[src/rtl/sample_bridge_pkg.sv]
// Shared types for sample_bridge: FSM state encoding, overrun counter width
// and its saturating increment.
package sample_bridge_pkg;

  typedef enum logic [1:0] {
    IDLE      = 2'd0,
    WAIT_BUSY = 2'd1,
    WAIT_DONE = 2'd2,
    EMIT      = 2'd3
  } state_e;

  localparam int OVR_W = 8;

  typedef logic [OVR_W-1:0] ovr_cnt_t;

  function automatic ovr_cnt_t ovr_sat_inc(input ovr_cnt_t cnt);
    if (cnt == {OVR_W{1'b1}}) begin
      return cnt;
    end else begin
      return cnt + ovr_cnt_t'(1);
    end
  endfunction

endpackage

[src/rtl/sample_bridge_toggle_sync.sv]
// toggle_sync: two-flop synchroniser for the asynchronous rx_toggle flag plus
// one history flop; event_o pulses one cycle per input transition.
module toggle_sync (
  input  logic clk,
  input  logic reset,
  input  logic toggle_i,
  output logic event_o
);

  // [0],[1] synchronise, [2] holds the previous synchronised level
  logic [2:0] sync_q;

  // Synchroniser and history shift register
  always_ff @(posedge clk or negedge reset) begin
    if (!reset) begin
      sync_q <= 3'b000;
    end else begin
      sync_q <= {sync_q[1:0], toggle_i};
    end
  end

  assign event_o = sync_q[1] ^ sync_q[2];

endmodule

[src/rtl/sample_bridge.sv]
// sample_bridge: hands I2S receive samples to a processing engine and returns
// its results to the I2S transmitter. Optional macro SAMPLE_BRIDGE_ROUND_EN
// selects round-half-up with saturation instead of truncation on the way in.
module sample_bridge
  import sample_bridge_pkg::*;
#(
  parameter int IN_WIDTH       = 24,
  parameter int DATA_WIDTH     = 16,
  parameter int TIMEOUT_CYCLES = 4096
) (
  input  logic                  clk,
  input  logic                  reset,
  input  logic [IN_WIDTH-1:0]   rx_sample,
  input  logic                  rx_toggle,
  output logic [DATA_WIDTH-1:0] eng_in_sample,
  output logic                  eng_sample_ready,
  input  logic                  eng_ready,
  input  logic [DATA_WIDTH-1:0] eng_out_sample,
  output logic [IN_WIDTH-1:0]   tx_sample,
  output logic                  tx_valid,
  output logic [OVR_W-1:0]      overrun_count,
  output logic                  timeout
);

  localparam int SHIFT = IN_WIDTH - DATA_WIDTH;
  localparam int TW    = $clog2(TIMEOUT_CYCLES + 1);
  localparam logic [TW-1:0] TMO_LAST = TW'(TIMEOUT_CYCLES - 1);

  logic                  rx_event_s;
  logic [DATA_WIDTH-1:0] conv_s;
  logic                  unused_rx_s;

  state_e                state_q, state_d;
  logic [DATA_WIDTH-1:0] eng_in_q, eng_in_d;
  logic                  eng_rdy_q, eng_rdy_d;
  logic [IN_WIDTH-1:0]   tx_q, tx_d;
  logic                  tx_vld_q, tx_vld_d;
  ovr_cnt_t              ovr_q, ovr_d;
  logic                  tmo_flag_q, tmo_flag_d;
  logic [TW-1:0]         tmo_cnt_q, tmo_cnt_d;

  toggle_sync u_toggle_sync (
    .clk      (clk),
    .reset    (reset),
    .toggle_i (rx_toggle),
    .event_o  (rx_event_s)
  );

  // Only the low bits below the engine word feed rounding, if at all
  assign unused_rx_s = ^rx_sample[SHIFT-1:0];

`ifdef SAMPLE_BRIDGE_ROUND_EN
  logic [DATA_WIDTH:0] rnd_s;

  // One extra bit catches the single positive overflow case (max + 1)
  assign rnd_s = {rx_sample[IN_WIDTH-1], rx_sample[IN_WIDTH-1:SHIFT]}
               + {{DATA_WIDTH{1'b0}}, rx_sample[SHIFT-1]};

  // Saturate rounded value back into the signed engine range
  always_comb begin
    if (rnd_s[DATA_WIDTH] != rnd_s[DATA_WIDTH-1]) begin
      if (rnd_s[DATA_WIDTH]) begin
        conv_s = {1'b1, {(DATA_WIDTH-1){1'b0}}};
      end else begin
        conv_s = {1'b0, {(DATA_WIDTH-1){1'b1}}};
      end
    end else begin
      conv_s = rnd_s[DATA_WIDTH-1:0];
    end
  end
`else
  assign conv_s = rx_sample[IN_WIDTH-1:SHIFT];
`endif

  // Next-state and output logic of the bridge FSM
  always_comb begin
    state_d    = state_q;
    eng_in_d   = eng_in_q;
    eng_rdy_d  = 1'b0;
    tx_d       = tx_q;
    tx_vld_d   = 1'b0;
    tmo_flag_d = tmo_flag_q;
    tmo_cnt_d  = tmo_cnt_q;

    if (rx_event_s && (state_q != IDLE)) begin
      ovr_d = ovr_sat_inc(ovr_q);
    end else begin
      ovr_d = ovr_q;
    end

    case (state_q)
      IDLE: begin
        if (rx_event_s) begin
          eng_in_d  = conv_s;
          eng_rdy_d = 1'b1;
          tmo_cnt_d = {TW{1'b0}};
          state_d   = WAIT_BUSY;
        end else begin
          state_d = IDLE;
        end
      end
      WAIT_BUSY: begin
        if (tmo_cnt_q == TMO_LAST) begin
          tmo_flag_d = 1'b1;
          state_d    = IDLE;
        end else if (!eng_ready) begin
          tmo_cnt_d = tmo_cnt_q + TW'(1);
          state_d   = WAIT_DONE;
        end else begin
          tmo_cnt_d = tmo_cnt_q + TW'(1);
        end
      end
      WAIT_DONE: begin
        if (tmo_cnt_q == TMO_LAST) begin
          tmo_flag_d = 1'b1;
          state_d    = IDLE;
        end else if (eng_ready) begin
          // Sign extension bits are shifted out, so a plain concat suffices
          tx_d     = {eng_out_sample, {SHIFT{1'b0}}};
          tx_vld_d = 1'b1;
          state_d  = EMIT;
        end else begin
          tmo_cnt_d = tmo_cnt_q + TW'(1);
        end
      end
      EMIT: begin
        state_d = IDLE;
      end
      default: begin
        state_d = IDLE;
      end
    endcase
  end

  // State and registered outputs
  always_ff @(posedge clk or negedge reset) begin
    if (!reset) begin
      state_q    <= IDLE;
      eng_in_q   <= {DATA_WIDTH{1'b0}};
      eng_rdy_q  <= 1'b0;
      tx_q       <= {IN_WIDTH{1'b0}};
      tx_vld_q   <= 1'b0;
      ovr_q      <= {OVR_W{1'b0}};
      tmo_flag_q <= 1'b0;
      tmo_cnt_q  <= {TW{1'b0}};
    end else begin
      state_q    <= state_d;
      eng_in_q   <= eng_in_d;
      eng_rdy_q  <= eng_rdy_d;
      tx_q       <= tx_d;
      tx_vld_q   <= tx_vld_d;
      ovr_q      <= ovr_d;
      tmo_flag_q <= tmo_flag_d;
      tmo_cnt_q  <= tmo_cnt_d;
    end
  end

  assign eng_in_sample    = eng_in_q;
  assign eng_sample_ready = eng_rdy_q;
  assign tx_sample        = tx_q;
  assign tx_valid         = tx_vld_q;
  assign overrun_count    = ovr_q;
  assign timeout          = tmo_flag_q;

endmodule

[config.mk]
export PLATFORM = sky130hd
export DESIGN_NAME = sample_bridge
export DESIGN_NICKNAME = d
export VERILOG_FILES = /design/src/rtl/sample_bridge_pkg.sv /design/src/rtl/sample_bridge_toggle_sync.sv /design/src/rtl/sample_bridge.sv
export SDC_FILE = /design/constraint.sdc
export NUM_CORES = 1
export LEC_CHECK = 0
export ABC_AREA = 1
export CORE_MARGIN = 1
export CORE_UTILIZATION = 40
export CTS_CLUSTER_SIZE = 16
export DETAILED_ROUTE_END_ITERATION = 10
export GPL_ROUTABILITY_DRIVEN = 1
export HOLD_SLACK_MARGIN = 0.03
export PLACE_DENSITY_LB_ADDON = 0.08
export SLEW_MARGIN = 20
export SYNTH_ARGS = -nofsm -noshare
export SYNTH_HDL_FRONTEND = slang
export SYNTH_HIERARCHICAL = 1
export SYNTH_SLANG_ARGS = --single-unit
[constraint.sdc]
create_clock -name clk -period 1.45 [get_ports clk]
set_input_delay 0.145 -clock clk [delete_from_list [all_inputs] [get_ports clk]]
set_output_delay 0.145 -clock clk [all_outputs]
set_load 0.03 [all_outputs]
==> results.tsv <==
metric	value	unit
status	complete, but fails checks	
violations	negative setup slack	
logic_gates	277	
place.detailed.hpwl	4924	um
drt_iter0_drc	120	
final_core_util	63.33	%
leakagePower	2.327	nW
ys.flops	61	
holdBufCountCts	1	
crit_family	simple AND/OR/NAND/NOR gates	
comb_share	32.97	%
seq_area_share	33.11	%
top_area_cell_class	registers	
crit_top_cell	nand2_2	
setup_slack	-0.09482	ns
start_kind	flip-flop	
layout_top_cells	nand2_1, dfrtp_1, dlygate4sd2_1, buf_4, clkdlybuf4s50_1	
die_w	88.88	um
drive_above_1_share	26.23	%
fp.dieH	88.88	um
grt_usage	20.20	%
cts_buffers	9	
power.density	1802	mW/mm^2
avgSynthCellArea	8.182	um^2
logic_family	simple AND/OR/NAND/NOR gates	
vias_per_cell	4.627	
grt_overflow	0	
setup_viol	32	
clkCellAreaFrac	3.441	%
yosysSeqAreaShare	50.56	%
antenna_found_initial	0	
synth_cell_types	29	
min_period	1.545	ns
post_cts_buffers	5	
critical-path-max-stage-delay	0.36	ns
layout_top_cell	nand2_1	
fp_util	41.40	%
peakVddDrop	0.001050	V
drc_errors	0	
synthesis.area	0.003019	mm^2
area_growth	52.96	%
ios	95	
final-seq-area	0.001529	mm^2
gp_congestion	0.7904	
rsz0062_at_grt	yes	
grt_pass1_wl	12000	um
non_clock_inverter_count	24	
yosysTopAreaCellShare	50.56	%
ys_cells	369	
grt_pass1_vias	2700	
ys_sh_aoi	2.984	%
ys_warn_count	6	
cts_resized	64	
cp_cell_sequence	ha_2 -> nand2_2 -> nor2_4 -> nand4_4 -> buf_6 -> buf_6 -> nand2_2 -> nand2_2 -> nand2_2 -> nand2_2 -> nand2_1	
worst_setup_path_end_kind	flip-flop	
cp_data_arrival_time	1.82	ns
synth_cells	369	
fmax	647.3	MHz
maxCapViolCount	0	
drt-total-wl	7431	um
drv_slew	0	
fin_nets	551	
buf_share	25.55	%
comb_area	0.001523	mm^2
vias	2804	
warnings	39	
synthAdderAreaFrac	2.072	%
min_path_type	input pin to flip-flop	
ys_chip_area	0.003019	mm^2
firstDrtPassIters	4	
clockBufferDepth	2	
avgRoutedWirePerCell	12.26	um
post-route-period-util	106.5	%
finalHoldViolCount	0	
synthXorXnorAreaFrac	1.741	%
cts_root_buf	clkbuf_8	
crit_slowest_cell	dfrtp_1	
[per-layer routing]
layer  track usage [%]  routed length, um  share of wire [%]  up-vias
met1             24.53               3317                 45     1329
li1                  -                  -                  -     1402
met4             9.091                100                1.3        0
met2             32.80               3585                 48       65
met5                 0                  0                  0        -
met3             6.530                427                5.7        8
[cell usage after synthesis (all sizes together)]
cell type  count
a21oi          6
buf           13
nor3           3
inv           22
clkbuf         3
xor2           3
xnor2          3
conb           1
dfrtp         61
nand4          4
nor3b          1
nand2        182
ha             5
nor2          24
nand3b         4
clkinv         1
o21bai         1
nand3         24
o22ai          1
o21ai          7
[stage by stage]
step           cells  cell area, um^2  setup TNS [ns]  hold WS, ns  power (mW)
3_5_place_dp     580             4275          -4.017       0.1854       7.007
3_3_place_gp     580             4275          -2.601       0.1845       6.926
5_1_grt          606             4618          -5.053       0.2410       8.871
6_report         606             4618          -1.658       0.2465       8.323
4_1_cts          604             4537          -1.464       0.2343       8.243
2_1_floorplan    376             3151          -2.309      -0.1506       5.076
[power by group]
part,switching (mW),leakage (nW),internal [mW]
clock,0.679,0.0829,0.609
combinational,2.74,1.46,1.73
sequential,0.337,0.789,2.23
total,3.76,2.33,4.57
[path summary, 6_finish.rpt]
kind                                         start                 endpoint  slack (ns)  cells past startpoint
max                                   tmo_cnt_q[1]               state_q[0]       -0.09                     11
min reg2reg                u_toggle_sync/sync_q[0]  u_toggle_sync/sync_q[1]        0.36                      0
min in group asynchronous                    reset             tmo_cnt_q[4]        0.33                      3
max in group asynchronous                    reset            tmo_cnt_q[10]        0.80                      3
max reg2reg                           tmo_cnt_q[1]               state_q[0]       -0.09                     11
min                                      rx_toggle  u_toggle_sync/sync_q[0]        0.25                      1
Fig. 1: clock nets
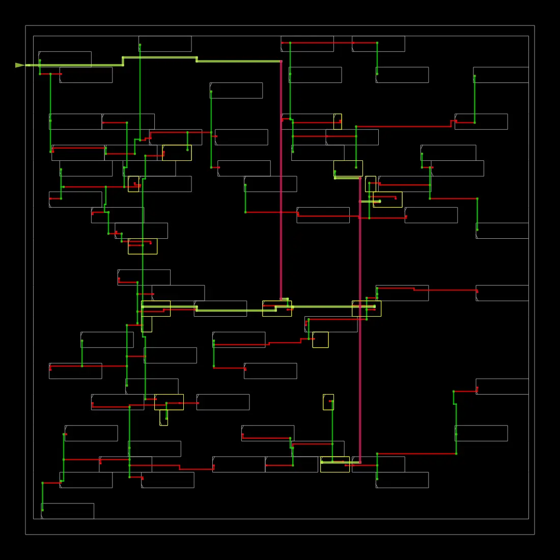
clk_buf instances: 11
flip-flops: 61
clk sinks: 61
clk ins delay skew pair: 0.34 ns
Final Skew: 0.007378 ns

Fig. 2: logic cells by family
Scale bar: 20 um.
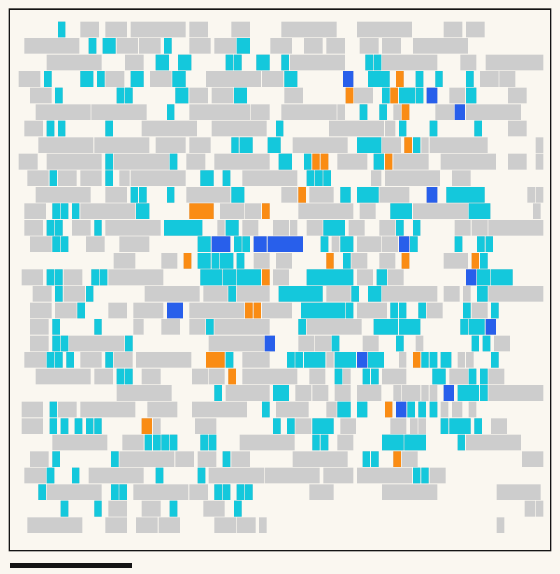
NAND gates -> cyan  # cells 215, where widely spread
inverting AOI/OAI gates -> blue  # cells 15
inverters -> orange  # cells 24

Power and IR drop assume default switching activity.
